### Clock wires, drivers and flops, run 1

Bar = 50 um.
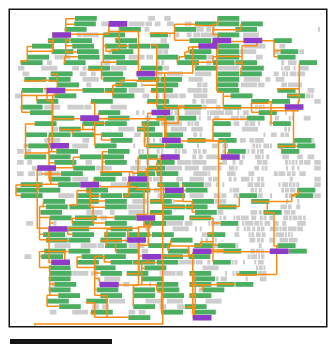
### The clock network, run 1

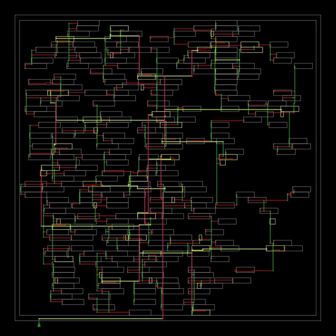
### Placement by cell class, run 1

Bar = 50 um.
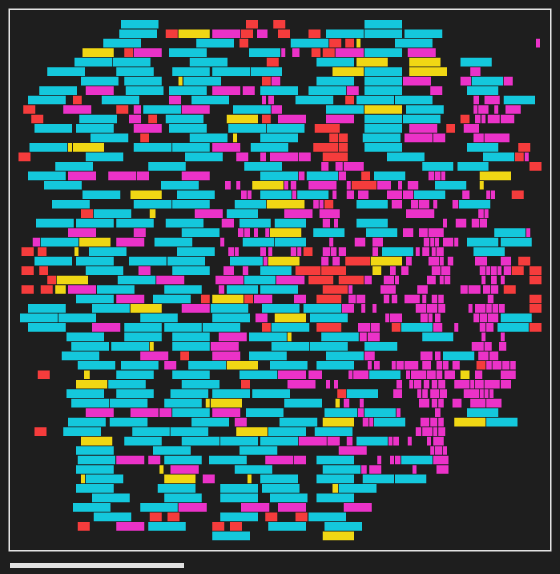
### Floorplan with the power grid, run 1

Pins as bars on the die edge. Tap cells in gray.
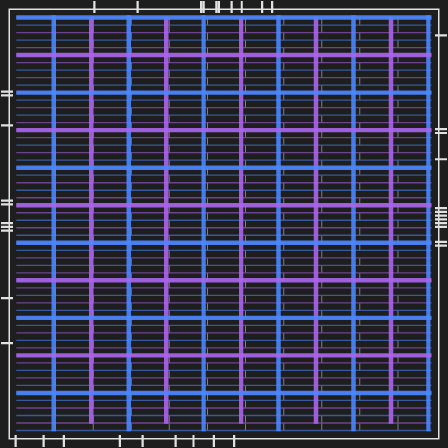
**src/rtl/bus_trace_uart.sv**
```systemverilog
// RC2014 bus write tracer: captures matching memory writes into a FIFO and emits each one as an
// ASCII hex line over a ready/valid character port. Define BUS_TRACE_READS_EN to trace reads too.
module bus_trace_uart #(
    parameter int unsigned       ADDR_W     = 16,
    parameter int unsigned       DEPTH      = 8,
    parameter logic [ADDR_W-1:0] MATCH_ADDR = 16'hFFFF,
    parameter logic [ADDR_W-1:0] MATCH_MASK = 16'hFFFF
) (
    input  logic              clk,
    input  logic              reset,
    input  logic [ADDR_W-1:0] bus_a,
    input  logic [7:0]        bus_d,
    input  logic              bus_mreq_n,
    input  logic              bus_wr_n,
    input  logic              bus_rd_n,
    input  logic              tx_ready,
    output logic              tx_req,
    output logic [7:0]        tx_data,
    output logic              overflow,
    output logic              capture_pulse
);

    localparam int unsigned NH = ADDR_W / 4;
`ifdef BUS_TRACE_READS_EN
    localparam int unsigned ENTRY_W = ADDR_W + 9;
    localparam int unsigned PFX     = 2;
`else
    localparam int unsigned ENTRY_W = ADDR_W + 8;
    localparam int unsigned PFX     = 0;
`endif
    localparam int unsigned LEN   = PFX + NH + 5;
    localparam int unsigned IDX_W = $clog2(LEN);
    localparam int unsigned PTR_W = $clog2(DEPTH);

    localparam logic [IDX_W-1:0] LAST_IDX = IDX_W'(LEN - 1);
    localparam logic [IDX_W-1:0] IDX_ONE  = IDX_W'(1);
    localparam logic [PTR_W:0]   PTR_ONE  = (PTR_W + 1)'(1);
    localparam logic [PTR_W:0]   OCC_FULL = (PTR_W + 1)'(DEPTH);

    typedef enum logic [1:0] {StIdle, StLoad, StSend} state_e;

    state_e             state_q;
    logic [ENTRY_W-1:0] mem_q [DEPTH];
    logic [ENTRY_W-1:0] line_q;
    logic [ENTRY_W-1:0] head;
    logic [ENTRY_W-1:0] cap_entry;
    logic [IDX_W-1:0]   idx_q;
    logic [PTR_W:0]     wr_ptr_q, rd_ptr_q, occ_q, occ_d;
    logic               wr_prev_q, wr_act, wr_evt, addr_hit;
    logic               cap_evt, full, push, line_done;

    function automatic logic [7:0] hex_char(input logic [3:0] n);
        return (n < 4'd10) ? {4'h3, n} : (8'h37 + {4'h0, n});
    endfunction

    function automatic logic [7:0] line_char(input logic [ENTRY_W-1:0] e,
                                             input logic [IDX_W-1:0] idx);
        int unsigned       i;
        logic [ADDR_W-1:0] a;
        logic [7:0]        d;
        a = e[ADDR_W+7:8];
        d = e[7:0];
        i = 32'(idx);
`ifdef BUS_TRACE_READS_EN
        if (i == 0) return e[ENTRY_W-1] ? 8'h52 : 8'h57;
        if (i == 1) return 8'h20;
        i = i - 2;
`endif
        if (i < NH) return hex_char(4'(a >> (4 * (NH - 1 - i))));
        if (i == NH) return 8'h20;
        if (i == NH + 1) return hex_char(d[7:4]);
        if (i == NH + 2) return hex_char(d[3:0]);
        if (i == NH + 3) return 8'h0D;
        return 8'h0A;
    endfunction

    assign addr_hit = (bus_a & MATCH_MASK) == (MATCH_ADDR & MATCH_MASK);
    assign wr_act   = !bus_mreq_n && !bus_wr_n;
    assign wr_evt   = wr_act && !wr_prev_q && addr_hit;

`ifdef BUS_TRACE_READS_EN
    logic rd_prev_q, rd_act, rd_evt;
    assign rd_act    = !bus_mreq_n && !bus_rd_n;
    assign rd_evt    = rd_act && !rd_prev_q && addr_hit;
    // A coincident write wins; type bit is 1 for reads.
    assign cap_evt   = wr_evt || rd_evt;
    assign cap_entry = {!wr_evt, bus_a, bus_d};

    always_ff @(posedge clk or posedge reset) begin
        if (reset) rd_prev_q <= 1'b0;
        else       rd_prev_q <= rd_act;
    end
`else
    logic unused_rd;
    assign unused_rd = bus_rd_n;
    assign cap_evt   = wr_evt;
    assign cap_entry = {bus_a, bus_d};
`endif

    // Occupancy counts the line being sent, so a slot frees only once its line is fully accepted.
    assign full      = occ_q == OCC_FULL;
    assign push      = cap_evt && !full;
    assign line_done = (state_q == StSend) && tx_ready && (idx_q == LAST_IDX);
    assign head      = mem_q[rd_ptr_q[PTR_W-1:0]];

    always_comb begin
        occ_d = occ_q;
        if (push && !line_done)      occ_d = occ_q + PTR_ONE;
        else if (!push && line_done) occ_d = occ_q - PTR_ONE;
    end

    always_ff @(posedge clk) begin
        if (push) mem_q[wr_ptr_q[PTR_W-1:0]] <= cap_entry;
    end

    always_ff @(posedge clk or posedge reset) begin
        if (reset) begin
            wr_prev_q     <= 1'b0;
            wr_ptr_q      <= '0;
            rd_ptr_q      <= '0;
            occ_q         <= '0;
            overflow      <= 1'b0;
            capture_pulse <= 1'b0;
            state_q       <= StIdle;
            idx_q         <= '0;
            line_q        <= '0;
            tx_req        <= 1'b0;
            tx_data       <= 8'h00;
        end else begin
            wr_prev_q     <= wr_act;
            occ_q         <= occ_d;
            capture_pulse <= push;
            if (cap_evt && full) overflow <= 1'b1;
            if (push) wr_ptr_q <= wr_ptr_q + PTR_ONE;

            case (state_q)
                StIdle: begin
                    if (wr_ptr_q != rd_ptr_q) state_q <= StLoad;
                end
                StLoad: begin
                    line_q   <= head;
                    rd_ptr_q <= rd_ptr_q + PTR_ONE;
                    idx_q    <= '0;
                    tx_data  <= line_char(head, '0);
                    tx_req   <= 1'b1;
                    state_q  <= StSend;
                end
                StSend: begin
                    if (tx_ready) begin
                        if (idx_q == LAST_IDX) begin
                            tx_req  <= 1'b0;
                            state_q <= StIdle;
                        end else begin
                            idx_q   <= idx_q + IDX_ONE;
                            tx_data <= line_char(line_q, idx_q + IDX_ONE);
                        end
                    end
                end
                default: state_q <= StIdle;
            endcase
        end
    end

endmodule

```
**config.mk**
```make
export PLATFORM = sky130hd
export DESIGN_NAME = bus_trace_uart
export DESIGN_NICKNAME = d
export VERILOG_FILES = /design/src/rtl/bus_trace_uart.sv
export SDC_FILE = /design/constraint.sdc
export NUM_CORES = 1
export LEC_CHECK = 0
export CORE_MARGIN = 2
export CORE_UTILIZATION = 45
export DETAILED_ROUTE_END_ITERATION = 10
export SYNTH_ARGS = -nofsm -noshare
export SYNTH_HDL_FRONTEND = slang
export SYNTH_SLANG_ARGS = --single-unit
```
**constraint.sdc**
```tcl
create_clock -name clk -period 3.6 [get_ports clk]
set_input_delay 1.08 -clock clk [delete_from_list [all_inputs] [get_ports clk]]
set_output_delay 1.08 -clock clk [all_outputs]
set_load 0.005 [all_outputs]
```
==> impl_metrics.json, run 1 <==
{
  "grt_use_met2_pct": 31.2,
  "compound_area_share_pct": 5.17,
  "comb_share_pct": 24.7,
  "worstPathRequired_ps": 4000,
  "use_met3_pct": 2.65,
  "yosys.area.top_type": "edfxtp_1",
  "netlist_area_mm2": 0.0103,
  "hp-class": "register to register",
  "cts_made_buffers": 27,
  "io_pins": 41,
  "clkSlewWorstSetupHoldPaths_ps": 60,
  "core_mm2": 0.0225,
  "postCtsHoldBufs": 0,
  "seq_share_pct": 58.1,
  "ys_chip_area_mm2": 0.0103,
  "fin_crit_sh_pct": 93.0,
  "synthArstFlopShare_pct": 21.6,
  "clock_path_buffers": 3,
  "post-route-util_pct": 54.3,
  "hold_start": "overflow",
  "rr_endpoint": "occ_q[3]",
  "nonClockInverterCount": 12,
  "timing.setup.tns_ps": 0,
  "most-common-layout-cells": "edfxtp_1, nand2_1, mux4_2, dfrtp_1, clkdlybuf4s50_1",
  "drive_above_1_share_pct": 21.3,
  "met2_length_um": 10400,
  "viasPerCell": 5.54,
  "grt_pass1_vias": 5739,
  "insertedDiodeCount": 0,
  "status": "completed",
  "insertion_delay_ps": 520,
  "synth_top_flop_cell": "edfxtp_1",
  "ff_count": 245,
  "ir_worst_vdd_mv": 0.311,
  "worstSetupPathType": "input port to register",
  "antenna_found_initial": 0,
  "period_minus_slack_ps": 3350,
  "layout_top_cell": "edfxtp_1",
  "preCtsSetupSlack_ps": -345,
  "top_layer_used": "met4"
}
## Picture notes: 'Clock wires, drivers and flops'
[clock wires] orange | length: 2850 um
[flip-flops] green | count: 245
[cells driving clock nets] purple | count: 27
routed clock nets: 28

## Picture notes: 'The clock network'
CTS Sinks: 245
Clk. pwr: 2.63 mW
Clock Buffer Count: 34

## Picture notes: 'Placement by cell class'
| class | color | cells | share of their area |
|---|---|---|---|
| flip-flops | cyan | 245 | 60% |
| clock drivers and dummy loads | yellow | 49 | 7.2% |
| all other logic | magenta | 340 | 26% |
| other buffers and delay cells | red | 80 | 7.1% |

## Picture notes: 'Floorplan with the power grid'
| net | color |
|---|---|
| VDD | purple |
| VSS | blue |
rows: 55
met4 straps: 11
signal pins: 41
met5 straps: 11

run 1: power by group:
part | total (mW) | leakage, nW | internal, mW | switching, mW
combinational | 0.954 | 1.33 | 0.452 | 0.502
clock | 2.63 | 0.409 | 1.59 | 1.04
sequential | 3.28 | 2.43 | 3.16 | 0.119
total | 6.86 | 4.17 | 5.20 | 1.66
run 1: Yosys cell counts (all sizes together) (2+ instances only):
cell type,count
a21o,4
a21oi,12
a22oi,4
a31oi,5
and2,2
and3,3
buf,16
clkbuf,15
dfrtp,53
edfxtp,192
ha,15
inv,12
mux2,5
mux2i,28
mux4,50
nand2,54
nand2b,6
nand3,11
nand3b,2
nand4,3
nand4b,3
nor2,16
nor2b,11
nor3,5
o211ai,3
o21ai,38
o21bai,2
o22a,3
o22ai,4
o31ai,2
xnor2,13
xor2,7
run 1: kinds of logic (layout without fill, tap and decap cells):
kind of cell    count (synthesis)  after routing
other cells                     1              1
simple gates                  122            122
compound gates                 86             86
fa+ha+maj                      16             16
flops                         245            245
buf+inv                        43            141
mux                            83             83
xor+xnor                       20             20
run 1: state kept, by name, summed over array words and instances, names as in the netlist:
signal,count
mem_q,192
tx_req,1
state_q,2
wr_ptr_q,4
idx_q,4
capture_pulse,1
wr_prev_q,1
rd_ptr_q,4
line_q,24
occ_q,4
tx_data,7
overflow,1
run 1: worst max path at each step:
stage	start	depth (start not counted)	to
final	bus_a[9]	12	occ_q[3]
after global routing	bus_a[9]	12	occ_q[3]
after CTS	bus_a[9]	12	occ_q[3]
after detailed placement	bus_a[9]	12	occ_q[3]
after global placement	bus_a[9]	12	occ_q[3]
after floorplan	bus_wr_n	6	mem_q[7][0]
### Logic cells by family, run 1

Bar = 50 um.
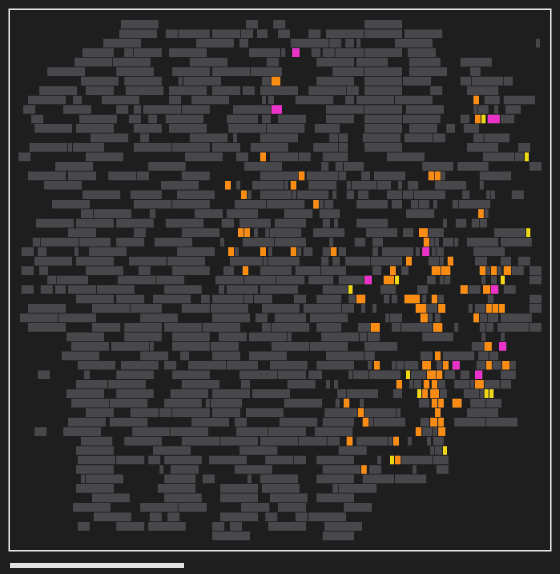

==> run 2, diff against run 1 <==
Settings changed: CORE_UTILIZATION 45 to 50, PLACE_DENSITY set to 0.68.
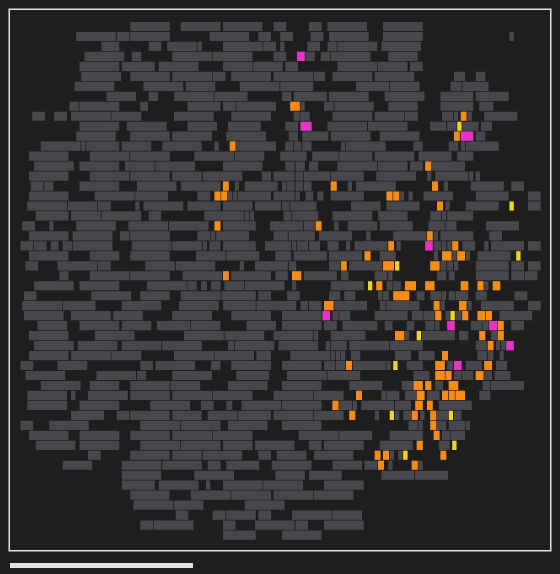
*Logic cells by family, run 2*
Bar = 50 um.
| family | color | cells |
|---|---|---|
| AND and OR gates | magenta | 9 |
| inverters | yellow | 12 |
| inverting AOI/OAI gates | orange | 74 |

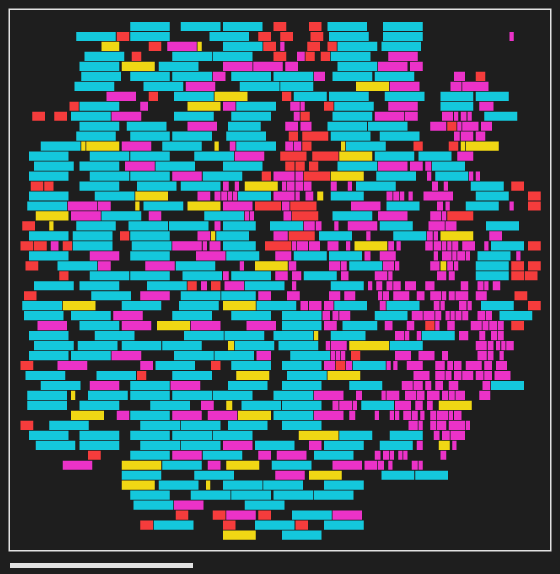
*Placement by cell class, run 2*
Bar = 50 um.
| class | color | cells | share of their area |
|---|---|---|---|
| other buffers and delay cells | red | 78 | 6.8% |
| clock drivers and dummy loads | yellow | 47 | 7.2% |
| flip-flops | cyan | 245 | 60% |
| all other logic | magenta | 340 | 26% |

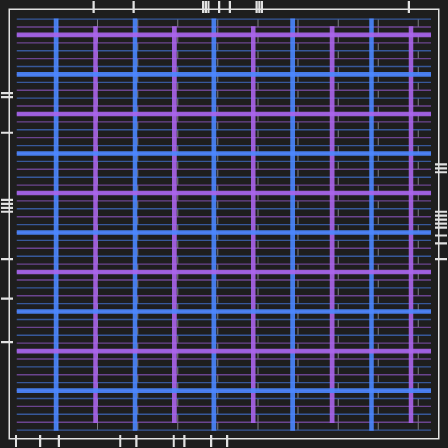
*Floorplan with the power grid, run 2*
Pins as bars on the die edge. Tap cells in gray.
| net | color |
|---|---|
| VDD | purple |
| VSS | blue |
met1 rails: 53
tap cells: 270
met5 straps: 10
rows: 52
signal pins: 41

==> run 2 against run 1 <==
Effect of this change:
- non-clock buffer count is 2 lower
- routed wire length is 4.3% lower
- area after synthesis stayed put
- register-to-register slack worse by 70 ps
- final area is 0.51% lower
- total power is 0.75% lower
- first-iteration DRC count is 25% higher
- flip-flop count stayed put
- synthesized cell count stayed put
- highest routed layer unchanged
==> impl_metrics.json, run 2 <==
{
  "status": "completed",
  "worstSetupPathType": "input port to register",
  "synthTopCellsByCount": "edfxtp_1, nand2_1, dfrtp_1, mux4_2, o21ai_0",
  "ys_seq_share_pct": 69.1,
  "insertion_delay_ps": 520,
  "core_mm2": 0.0202,
  "grt_pass1_vias": 5844,
  "ys_chip_area_mm2": 0.0103,
  "preCtsSetupSlack_ps": -229,
  "combPwrFrac_pct": 13.2,
  "most-common-layout-cells": "edfxtp_1, nand2_1, mux4_2, dfrtp_1, clkdlybuf4s50_1",
  "drt-total-wl_um": 20300,
  "cp_top_family": "simple AND/OR/NAND/NOR gates",
  "insertedDiodeCount": 0,
  "netlist_area_mm2": 0.0103,
  "path_cells": "clkdlybuf4s50_1, nand4_1, nor2_1, and4_1, ha_1, inv_1, ha_1, a21o_1, a21oi_1, xnor2_1, nor2_1, xor2_1",
  "clockPowerShare_pct": 38.4,
  "final.fill_count": 1507,
  "crit_buf_inv": 2,
  "fin_crit_sh_pct": 91.0,
  "num_rows": 52,
  "postCtsHoldBufs": 0,
  "post-route-util_pct": 60.3,
  "hp-class": "register to register",
  "crit_end": "occ_q[3]",
  "seqPwrFrac_pct": 48.4,
  "viasPerCell": 5.67,
  "period_minus_slack_ps": 3280,
  "clock_sinks": 245,
  "layout_top_cell": "edfxtp_1",
  "yosys.area.top_type": "edfxtp_1",
  "dr.pass1.iters": 5,
  "drive_above_1_share_pct": 21.1,
  "chipWidth_um": 147,
  "largest_reg_flops": 192,
  "synthArstFlopShare_pct": 21.6,
  "synthMostInstantiatedCell": "edfxtp_1",
  "p_int_mw": 5.21,
  "synth_top_flop_cell": "edfxtp_1",
  "clock_path_buffers": 3,
  "power_density_mw_per_mm2": 560,
  "switching_share_pct": 23.4,
  "power.switching_mw": 1.59,
  "slowest_delay_ps": 610,
  "antenna_found_initial": 0,
  "cts_made_buffers": 26,
  "dieArea_mm2": 0.0217,
  "clkSlewWorstSetupHoldPaths_ps": 50,
  "crit_start": "bus_a[10]",
  "timing.setup.tns_ps": 0,
  "worstSetupPathDepth": 12,
  "slew_headroom_pct": 52.7,
  "ir_worst_vdd_mv": 0.388
}
[run 2: per-layer routing]
layer | track usage [%] | vias to the layer above | wire [um]
li1 | - | 2543 | -
met5 | 0 | - | 0
met3 | 2.67 | 29 | 1030
met4 | 4.90 | 0 | 390
met2 | 32.2 | 153 | 9920
met1 | 28.1 | 2831 | 8920
[run 2: worst min path at each step]
| stage | from | to | slack (ps) | depth (start not counted) |
|---|---|---|---|---|
| 4_1_cts | occ_q[3] | occ_q[3] | 470 | 1 |
| 2_1_floorplan | occ_q[3] | occ_q[3] | 430 | 1 |
| 5_1_grt | occ_q[3] | occ_q[3] | 480 | 1 |
| 6_report | occ_q[3] | occ_q[3] | 470 | 1 |
| 3_3_place_gp | occ_q[3] | occ_q[3] | 450 | 1 |
| 3_5_place_dp | occ_q[3] | occ_q[3] | 460 | 1 |
[run 2: cells by family after synthesis]
logic type / share of synthesized area (%)
DFF: 69.1
and+or+nand+nor: 5.73
AOI/OAI and AO/OA: 5.17
muxes: 14.4
buffers and inverters: 1.86
xor gates and xnor gates: 1.71
adders and majority gates: 2.02
other: 0.0365
[run 2: power groups by stage]
stage	sequential, mW	combinational, mW	clock [mW]
floorplan	3.28	0.633	0
global placement	3.34	0.873	0
detailed placement	3.35	0.901	0
CTS	3.29	0.911	2.67
global route	3.31	1.00	2.79
finish	3.29	0.902	2.61
[run 2: final cells by class]
type	count	area share, %
flip-flops and latches	245	58.4
multi-input cells	328	24.9
repair buffers	78	6.63
clock buffers	37	5.95
well taps	270	2.78
clock inverters	10	1.04
inverters	12	0.370
[run 2: worst register-to-register path, stage by stage, from the launching register on]
cell     delay [ps]
dfrtp_1         700
inv_1           180
ha_1            480
mux4_2          600
or2_2           340
nand2_1          90
xnor2_1         120
nand2_1          80
a31oi_1         210
==> run 3, diff against run 2 <==
Settings changed: SKIP_CTS_REPAIR_TIMING set to 1.
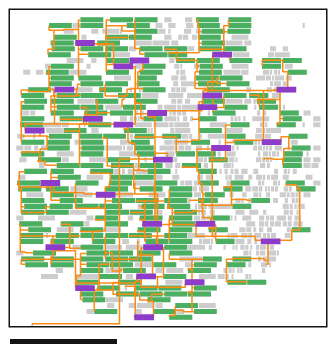
*Clock wires, drivers and flops, run 3*
Bar = 50 um.
[clock wires] orange | length: 2620 um
[flip-flops] green | count: 245
[cells driving clock nets] purple | count: 26
routed clock nets: 27

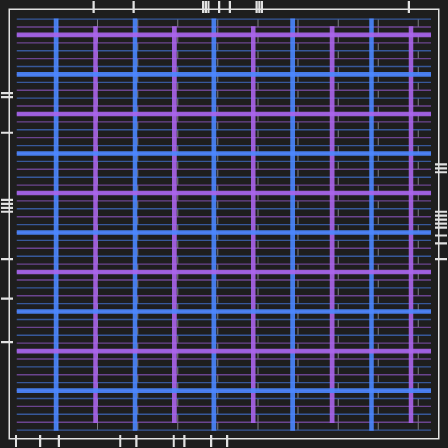
*Floorplan with the power grid, run 3*
Pins as bars on the die edge. Tap cells in gray.
| net | color |
|---|---|
| VDD | purple |
| VSS | blue |
signal pins: 41
met4 straps: 10
met5 straps: 10

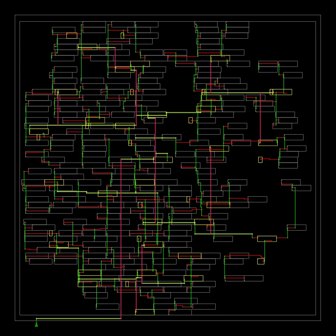
*The clock network, run 3*
Clock Buffer Count: 37
Late-Pin Clk Latency: 520 ps
Flops: 245

==> run 3 against run 2 <==
Effect of this change:
- clock-buffer cell count is the same
- flip-flop count is the same
- critical path depth is the same
- final cell count is the same
- core utilization is the same
- first-iteration DRC count is the same
- fmax is the same
- setup slack is the same
- hold slack is the same
- largest power group unchanged
==> impl_metrics.json, run 3 <==
{
  "clock_path_buffers": 3,
  "initCoreUtil_pct": 50.9,
  "post-route-util_pct": 60.3,
  "cts_tree": "yes",
  "insertedDiodeCount": 0,
  "path_cells": "clkdlybuf4s50_1, nand4_1, nor2_1, and4_1, ha_1, inv_1, ha_1, a21o_1, a21oi_1, xnor2_1, nor2_1, xor2_1",
  "routedWlPerCell_um": 20.7,
  "synthArstFlopShare_pct": 21.6,
  "synthTopCellsByCount": "edfxtp_1, nand2_1, dfrtp_1, mux4_2, o21ai_0",
  "cts_max_level": 1,
  "antenna_found_initial": 0,
  "rsz0062_at_grt": "false",
  "warnings": 32,
  "num_rows": 52,
  "drt-total-wl_um": 20300,
  "fin_crit_sh_pct": 91.0,
  "netlist_area_mm2": 0.0103,
  "synthMostInstantiatedCell": "edfxtp_1",
  "grt.busiest_layer": "met2",
  "cp-start-kind": "input port",
  "most-common-layout-cells": "edfxtp_1, nand2_1, mux4_2, dfrtp_1, clkdlybuf4s50_1",
  "yosys.area.top_type": "edfxtp_1",
  "ys_seq_share_pct": 69.1,
  "io_pins": 41,
  "ir_worst_vdd_mv": 0.388,
  "slew_viol_final": 0,
  "drt_iter0_drc": 480,
  "synth_cells": 616,
  "worstSetupPathType": "input port to register",
  "cts_made_buffers": 26,
  "grt-ovfl-total": 0,
  "cp.arrival_ps": 3670,
  "synth_top_flop_cell": "edfxtp_1",
  "hpwl_um": 13000,
  "status": "completed",
  "hold_start": "occ_q[3]",
  "crit_start": "bus_a[10]",
  "clock_sinks": 245,
  "viasPerCell": 5.67,
  "hp-class": "register to register",
  "drive_above_1_share_pct": 21.1,
  "final_area_mm2": 0.0122,
  "dr.pass1.iters": 5,
  "crit_buf_inv": 2,
  "layout_top_cell": "edfxtp_1",
  "nets": 737,
  "cp_top_family": "simple AND/OR/NAND/NOR gates",
  "largest_reg_flops": 192,
  "period_minus_slack_ps": 3280,
  "timing.setup.tns_ps": 0,
  "crit_path_end_kind": "register",
  "dieArea_mm2": 0.0217,
  "grt_pass1_vias": 5844,
  "drc": 0,
  "root_buffer": "clkbuf_16",
  "clkSlewWorstSetupHoldPaths_ps": 50,
  "ys_chip_area_mm2": 0.0103,
  "grt_use_met1_pct": 28.1,
  "use_met3_pct": 2.67,
  "grt_max_degree": 60,
  "fin_skew_ps": 9.33,
  "max_freq_ghz": 0.305,
  "finalSetupViolations": 0,
  "power_density_mw_per_mm2": 560,
  "cp_max_fo": 9,
  "placed_area_mm2": 0.0113,
  "ys.flops": 245,
  "grt_use_met2_pct": 32.2,
  "slowest_delay_ps": 610,
  "core_mm2": 0.0202,
  "slew_headroom_pct": 52.7,
  "grt_pass1_wl_um": 32500,
  "chipWidth_um": 147
}
## run 3: report_power, final
group / internal [mW] / switching [mW]
Sequential: 3.16 / 0.136
Combinational: 0.450 / 0.452
Clock: 1.61 / 1.01
## run 3: kinds of logic after synthesis
kind of cell | share of synthesized area, %
xor+xnor | 1.71
flops | 69.1
simple gates | 5.73
fa+ha+maj | 2.02
other cells | 0.0365
mux | 14.4
compound gates | 5.17
buf+inv | 1.86
## run 3: metal layers
| layer | wire, um | vias to the layer above |
|---|---|---|
| li1 | - | 2543 |
| met1 | 8920 | 2831 |
| met2 | 9920 | 153 |
| met3 | 1030 | 29 |
| met4 | 390 | 0 |
| met5 | 0 | - |
## run 3: final timing paths
path	to	slack (ps)	depth (start not counted)
hold / removal	occ_q[3]	470	1
setup / recovery	occ_q[3]	320	12
min in group asynchronous	state_q[1]	960	2
setup reg to reg	tx_data[0]	710	8
hold reg to reg	occ_q[3]	470	1
max in group asynchronous	rd_ptr_q[0]	2080	3
## run 3: through the flow
step / power, mW / instances / setup slack [ps]
2_1_floorplan: 3.91 / 616 / 176
3_3_place_gp: 4.21 / 933 / -154
3_5_place_dp: 4.25 / 933 / -229
6_report: 6.81 / 980 / 324
4_1_cts: 6.88 / 980 / 313
5_1_grt: 7.10 / 980 / 110
## run 3: final cells by class
type                            instances  area (um^2)
Clock buffer                           37          723
Clock inverter                         10          126
Inverter                               12         45.0
Timing Repair Buffer                   78          806
Fill cell                            1507         8010
Multi-Input combinational cell        328         3020
Tap cell                              270          338
Sequential cell                       245         7100
No activity file was given, so power comes from the tool's default toggle rates.
